File: config.mk
export PLATFORM = sky130hd
export DESIGN_NAME = mole_field_controller
export DESIGN_NICKNAME = d
export VERILOG_FILES = /design/src/rtl/mole_field_controller.sv
export SDC_FILE = /design/constraint.sdc
export NUM_CORES = 1
export LEC_CHECK = 0
export ABC_AREA = 1
export CORE_MARGIN = 4
export CORE_UTILIZATION = 56
export DETAILED_ROUTE_END_ITERATION = 10
export HOLD_SLACK_MARGIN = 0.02
export PLACE_DENSITY = 0.89
export SLEW_MARGIN = 20
export SYNTH_ARGS = -nofsm -noshare
export SYNTH_HDL_FRONTEND = slang
export SYNTH_SLANG_ARGS = --single-unit
export TNS_END_PERCENT = 10
File: constraint.sdc
create_clock -name clk -period 3.1 [get_ports clk]
set_clock_uncertainty 0.1 [all_clocks]
set_input_delay 0.465 -clock clk [delete_from_list [all_inputs] [get_ports clk]]
set_output_delay 0.465 -clock clk [all_outputs]
set_load 0.05 [all_outputs]
File: src/rtl/mole_field_controller.sv
// mole_field_controller: whack-a-mole game core.
// Tracks up to MAX_MOLES moles on a ROWS x COLS field. Each mole has a finite lifetime.
// Also runs the IDLE/RUN/DONE game FSM, the seconds countdown and a saturating BCD score.
module mole_field_controller #(
    parameter int         ROWS         = 4,
    parameter int         COLS         = 4,
    parameter int         MAX_MOLES    = 2,
    parameter int         LIFE_TICKS   = 8,
    parameter int         SPAWN_TICKS  = 3,
    parameter int         GAME_SECS    = 60,
    parameter int         MISS_PENALTY = 0,
    parameter logic [7:0] LFSR_SEED    = 8'hA5,
    localparam int        N            = ROWS * COLS,
    localparam int        CW           = (N > 1) ? $clog2(N) : 1
) (
    input  logic          clk,
    input  logic          rst,
    input  logic          start,
    input  logic          tick,
    input  logic          sec_tick,
    input  logic          hit_valid,
    input  logic [CW-1:0] hit_cell,
    output logic [N-1:0]  mole_map,
    output logic          running,
    output logic          done,
    output logic          hit_ok,
    output logic          miss,
    output logic          expire,
    output logic [11:0]   score_bcd,
    output logic [6:0]    time_left
);

    localparam int         IW           = (MAX_MOLES > 1) ? $clog2(MAX_MOLES) : 1;
    localparam int         LW           = $clog2(LIFE_TICKS + 1);
    localparam int         SW           = $clog2(SPAWN_TICKS + 1);
    localparam logic [7:0] N8           = 8'(N);
    localparam logic [7:0] SEED_EFF     = (LFSR_SEED == 8'h00) ? 8'h01 : LFSR_SEED;
    localparam logic [LW-1:0] LIFE_LOAD = LW'(LIFE_TICKS);
    localparam logic [SW-1:0] SPAWN_LOAD = SW'(SPAWN_TICKS);
    localparam logic [6:0] GAME_LOAD    = 7'(GAME_SECS);

    typedef enum logic [1:0] {
        ST_IDLE = 2'd0,
        ST_RUN  = 2'd1,
        ST_DONE = 2'd2
    } state_t;

    // Saturating BCD increment; 999 stays 999.
    function automatic logic [11:0] bcd_inc(input logic [11:0] v);
        logic [3:0] d0, d1, d2;
        d0 = v[3:0];
        d1 = v[7:4];
        d2 = v[11:8];
        if (v == 12'h999) begin
            d0 = v[3:0];
        end else if (d0 != 4'd9) begin
            d0 = d0 + 4'd1;
        end else begin
            d0 = 4'd0;
            if (d1 != 4'd9) begin
                d1 = d1 + 4'd1;
            end else begin
                d1 = 4'd0;
                d2 = d2 + 4'd1;
            end
        end
        return {d2, d1, d0};
    endfunction

    // Saturating BCD decrement; 000 stays 000.
    function automatic logic [11:0] bcd_dec(input logic [11:0] v);
        logic [3:0] d0, d1, d2;
        d0 = v[3:0];
        d1 = v[7:4];
        d2 = v[11:8];
        if (v == 12'h000) begin
            d0 = 4'd0;
        end else if (d0 != 4'd0) begin
            d0 = d0 - 4'd1;
        end else begin
            d0 = 4'd9;
            if (d1 != 4'd0) begin
                d1 = d1 - 4'd1;
            end else begin
                d1 = 4'd9;
                d2 = d2 - 4'd1;
            end
        end
        return {d2, d1, d0};
    endfunction

    state_t                 state_r, state_n;
    logic [7:0]             lfsr_r, lfsr_n;
    logic [MAX_MOLES-1:0]   slot_valid_r, valid_n;
    logic [7:0]             slot_cell_r [MAX_MOLES];
    logic [7:0]             cell_n      [MAX_MOLES];
    logic [LW-1:0]          slot_life_r [MAX_MOLES];
    logic [LW-1:0]          life_n      [MAX_MOLES];
    logic [SW-1:0]          spawn_cnt_r, cnt_n, cnt_dec_s;
    logic [11:0]            score_r, score_n;
    logic [6:0]             time_r, time_n;
    logic [N-1:0]           map_r, map_n;
    logic                   running_r, running_n, done_r, done_n;
    logic                   hit_ok_r, hit_ok_n, miss_r, miss_n, expire_r, expire_n;
    logic [7:0]             cand_s, hit_cell8_s;
    logic                   cand_occ_s, hit_match_s, free_found_s;
    logic [IW-1:0]          hit_idx_s, free_idx_s;

    // Next-state logic: FSM, slot spawn/expiry/hit, score, countdown and LFSR.
    always_comb begin
        state_n      = state_r;
        lfsr_n       = {lfsr_r[6:0], lfsr_r[7] ^ lfsr_r[5] ^ lfsr_r[4] ^ lfsr_r[3]};
        valid_n      = slot_valid_r;
        cell_n       = slot_cell_r;
        life_n       = slot_life_r;
        cnt_n        = spawn_cnt_r;
        score_n      = score_r;
        time_n       = time_r;
        hit_ok_n     = 1'b0;
        miss_n       = 1'b0;
        expire_n     = 1'b0;
        cand_s       = lfsr_r % N8;
        hit_cell8_s  = 8'(hit_cell);
        cand_occ_s   = 1'b0;
        hit_match_s  = 1'b0;
        hit_idx_s    = '0;
        free_found_s = 1'b0;
        free_idx_s   = '0;
        cnt_dec_s    = (spawn_cnt_r == '0) ? '0 : spawn_cnt_r - SW'(1);

        // All lookups use only registered slot state, so a slot freed this cycle is not yet free.
        for (int i = 0; i < MAX_MOLES; i++) begin
            if (slot_valid_r[i] && (slot_cell_r[i] == cand_s)) begin
                cand_occ_s = 1'b1;
            end else begin
                cand_occ_s = cand_occ_s;
            end
            if (slot_valid_r[i] && (slot_cell_r[i] == hit_cell8_s)) begin
                hit_match_s = 1'b1;
                hit_idx_s   = IW'(i);
            end else begin
                hit_match_s = hit_match_s;
            end
            if (!slot_valid_r[i] && !free_found_s) begin
                free_found_s = 1'b1;
                free_idx_s   = IW'(i);
            end else begin
                free_found_s = free_found_s;
            end
        end

        case (state_r)
            ST_IDLE, ST_DONE: begin
                if (start) begin
                    state_n = ST_RUN;
                    valid_n = '0;
                    score_n = 12'h000;
                    time_n  = GAME_LOAD;
                    cnt_n   = SPAWN_LOAD;
                end else begin
                    state_n = state_r;
                end
            end
            ST_RUN: begin
                if (tick) begin
                    for (int i = 0; i < MAX_MOLES; i++) begin
                        if (slot_valid_r[i]) begin
                            life_n[i] = slot_life_r[i] - LW'(1);
                            if (slot_life_r[i] == LW'(1)) begin
                                valid_n[i] = 1'b0;
                                // A press on the same mole this cycle takes precedence over expiry.
                                if (!(hit_valid && hit_match_s && (hit_idx_s == IW'(i)))) begin
                                    expire_n = 1'b1;
                                end else begin
                                    expire_n = expire_n;
                                end
                            end else begin
                                valid_n[i] = slot_valid_r[i];
                            end
                        end else begin
                            life_n[i] = slot_life_r[i];
                        end
                    end
                    if (cnt_dec_s == '0) begin
                        if (free_found_s && !cand_occ_s) begin
                            valid_n[free_idx_s] = 1'b1;
                            cell_n[free_idx_s]  = cand_s;
                            life_n[free_idx_s]  = LIFE_LOAD;
                            cnt_n               = SPAWN_LOAD;
                        end else begin
                            cnt_n = '0;
                        end
                    end else begin
                        cnt_n = cnt_dec_s;
                    end
                end else begin
                    cnt_n = spawn_cnt_r;
                end

                if (hit_valid) begin
                    if (hit_match_s) begin
                        valid_n[hit_idx_s] = 1'b0;
                        hit_ok_n           = 1'b1;
                        score_n            = bcd_inc(score_r);
                    end else begin
                        miss_n = 1'b1;
                        if (MISS_PENALTY != 0) begin
                            score_n = bcd_dec(score_r);
                        end else begin
                            score_n = score_r;
                        end
                    end
                end else begin
                    score_n = score_r;
                end

                if (sec_tick) begin
                    if (time_r == 7'd1) begin
                        state_n = ST_DONE;
                        time_n  = 7'd0;
                        valid_n = '0;
                    end else begin
                        time_n = time_r - 7'd1;
                    end
                end else begin
                    time_n = time_r;
                end
            end
            default: begin
                state_n = ST_IDLE;
            end
        endcase

        map_n = '0;
        for (int j = 0; j < N; j++) begin
            for (int i = 0; i < MAX_MOLES; i++) begin
                if (valid_n[i] && (cell_n[i] == 8'(j))) begin
                    map_n[j] = 1'b1;
                end else begin
                    map_n[j] = map_n[j];
                end
            end
        end

        running_n = (state_n == ST_RUN);
        done_n    = (state_n == ST_DONE);
    end

    // State and output registers with asynchronous reset.
    always_ff @(posedge clk or posedge rst) begin
        if (rst) begin
            state_r      <= ST_IDLE;
            lfsr_r       <= SEED_EFF;
            slot_valid_r <= '0;
            for (int i = 0; i < MAX_MOLES; i++) begin
                slot_cell_r[i] <= 8'h00;
                slot_life_r[i] <= '0;
            end
            spawn_cnt_r  <= '0;
            score_r      <= 12'h000;
            time_r       <= 7'd0;
            map_r        <= '0;
            running_r    <= 1'b0;
            done_r       <= 1'b0;
            hit_ok_r     <= 1'b0;
            miss_r       <= 1'b0;
            expire_r     <= 1'b0;
        end else begin
            state_r      <= state_n;
            lfsr_r       <= lfsr_n;
            slot_valid_r <= valid_n;
            slot_cell_r  <= cell_n;
            slot_life_r  <= life_n;
            spawn_cnt_r  <= cnt_n;
            score_r      <= score_n;
            time_r       <= time_n;
            map_r        <= map_n;
            running_r    <= running_n;
            done_r       <= done_n;
            hit_ok_r     <= hit_ok_n;
            miss_r       <= miss_n;
            expire_r     <= expire_n;
        end
    end

    assign mole_map  = map_r;
    assign running   = running_r;
    assign done      = done_r;
    assign hit_ok    = hit_ok_r;
    assign miss      = miss_r;
    assign expire    = expire_r;
    assign score_bcd = score_r;
    assign time_left = time_r;

endmodule

==> results.yml, run 1 <==
# implementation run metrics
run_status:
  outcome: "complete, no violations"
route:
  drt_pre_antenna_iters: 5
  viasPerCell: 5.45
  wl_met2_mm: 4.96
worst_setup_path:
  arrival_ns: 2.57
  r2r-end: "mole_map[4]"
  startpoint: "lfsr_r[2]"
  cp-endpoint: "mole_map[4]"
power:
  power.switching_mw: 1.78
  power_leakage_nw: 2.54
  pwr.group.clock_mw: 0.856
  sw_frac_of_total_pct: 44.7
  top_power_group: "combinational cells"
timing:
  finalSetupViolations: 0
worst_hold_path:
  min_to: "lfsr_r[7]"
  hold_start: "lfsr_r[6]"
cells_and_area:
  fin_nets: 621
  buffer_area_share_pct: 10.5
  top_area_cell_class: "combinational gates"
synthesis:
  yosysChipArea_sq_um: 4240
  syn_area_per_cell_sq_um: 7.82
  edf_count: 0
  aoi_share_pct: 6.87
placement:
  place_area_sq_um: 4830
  dp.cells: 687
cts:
  cts-root-buf: "clkbuf_8"
global_route:
  top_usage_layer: "met2"
die:
  core_area_sq_um: 7290
Fig. 1: run 1, routed metal per tile
Scale bar: 20 um. 19 x 19 tiles, from white (low) to dark blue (high), scaled to the fullest tile. Values are wire area over tile area, all layers added.
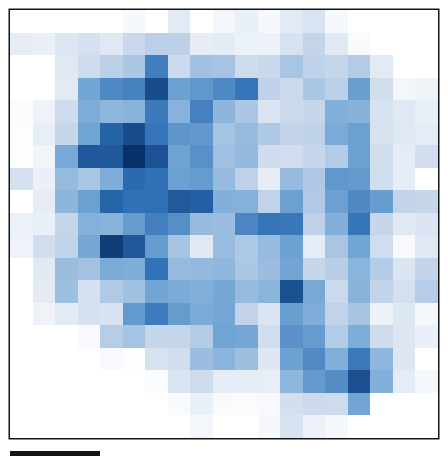
densest ninth of the die = centre
fullest tile = 0.63
tiles over half the peak = 21%
mean over tiles = 0.18
nearly empty tiles = 18%
emptiest ninth of the die = south-west

Fig. 2: run 1, a small window of the routed layout
Region (28, 28) to (68, 68) um. Cells in grey, sequential cells in the stronger grey; small squares are vias.
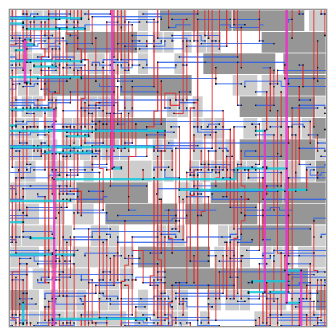
met3 -> cyan
met4 -> magenta
met1 -> blue
met2 -> red
cells with their middle in the window = 170
sequential cells in the window = 22
netlist names of flops here include = `slot_cell_r` (8), `lfsr_r` (6), `mole_map` (2)
most frequent = nand2_1 (56), nor2_1 (21), dfrtp_1 (19)

Fig. 3: run 1, signal wires on met3
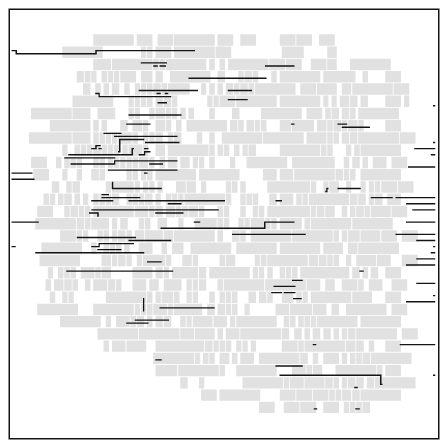
share of all routed wire = 6.5%
wire length on this layer = 649 um
longest straight run = 28.1 um

Fig. 4: run 1, routed clock nets over the placement
Scale bar: 20 um.
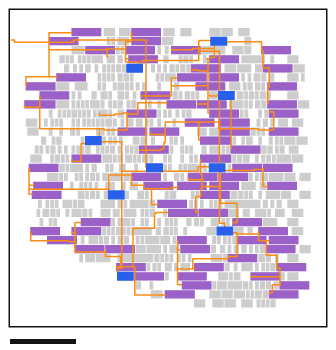

## Run 2: what changed since run 1
- clock period: 3.1 -> 2.2 ns (I/O delays scaled with it)
Fig. 5: run 2, routed clock nets over the placement
Scale bar: 20 um.
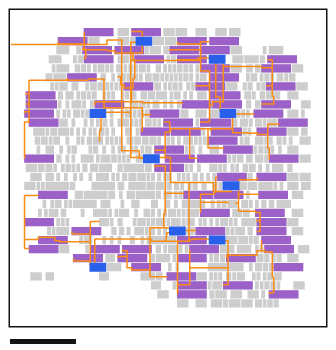
cells driving clock nets -> blue  # count 9
flip-flops -> purple  # count 78
clock wires -> orange  # length 1000 um
flops lie = widely spread
routed clock nets = 10

==> run 2 against run 1 <==
Against the previous run:
- non-clock buffer count rose by 31
- via count rose by 5.5%
- first-iteration DRC count rose by 13%
- hold slack got worse by 0.043 ns
- synthesized cell count did not move
- utilization rose by 5.3 points
- largest cell class unchanged
- register-to-register slack got worse by 0.70 ns
- flip-flop count did not move
- count of clock-buffer cells in the layout fell by 1
- global-route usage rose by 0.23 points
==> results.yml, run 2 <==
# implementation run metrics
power:
  top_power_group: "combinational cells"
  power_leakage_nw: 2.70
  power_mw: 5.94
  p_seq_share_pct: 33.5
  sw_frac_of_total_pct: 45.0
  pwr.group.clock_mw: 1.13
  power.switching_mw: 2.67
cells_and_area:
  inv_count: 69
  fin_nets: 653
  buffer_area_share_pct: 15.4
  layout_top_cells: "nand2_1, dfrtp_1, inv_1"
  flop-count: 78
  clkCellAreaFrac_pct: 3.70
  top_area_cell_class: "combinational gates"
global_route:
  grt_pass1_vias: 3817
  top_usage_layer: "met2"
synthesis:
  syn_area_per_cell_sq_um: 7.82
  yosysChipArea_sq_um: 4240
  edf_count: 0
  aoi_share_pct: 6.87
  ys_top_cells_by_area: "dfrtp_1, nand2_1, nor2_1, inv_1, nand3_1"
  dominantRegCellSynth: "dfrtp_1"
  top_area_share_pct: 43.6
worst_setup_path:
  cp_slowest_stage_delay_ns: 0.60
  critPathTopFamily: "simple AND/OR/NAND/NOR gates"
  startpoint: "lfsr_r[0]"
  cp-endpoint: "mole_map[9]"
  worst_r2r_path_depth: 15
  r2r-end: "mole_map[9]"
  crit_type: "reg2reg"
  arrival_ns: 2.38
route:
  viasPerCell: 5.50
  drt_pre_antenna_iters: 8
  drt-wirelength-per-cell_um: 14.5
  ant_nets: 0
  wl_met2_mm: 5.29
timing:
  finalSetupViolations: 0
  rsz0062_at_grt: "yes"
  relSlewSlack_pct: 65.0
  setup_slack_ns: 0.0341
  fin_crit_ns: 2.17
cts:
  cts-root-buf: "clkbuf_8"
  cts_made_buffers: 9
  cts_tree: "built"
run_status:
  outcome: "complete, no violations"
die:
  pin_count: 50
  core_area_sq_um: 7290
placement:
  dp.cells: 712
  place_area_sq_um: 5060
No activity file was given, so power comes from the tool's default toggle rates.
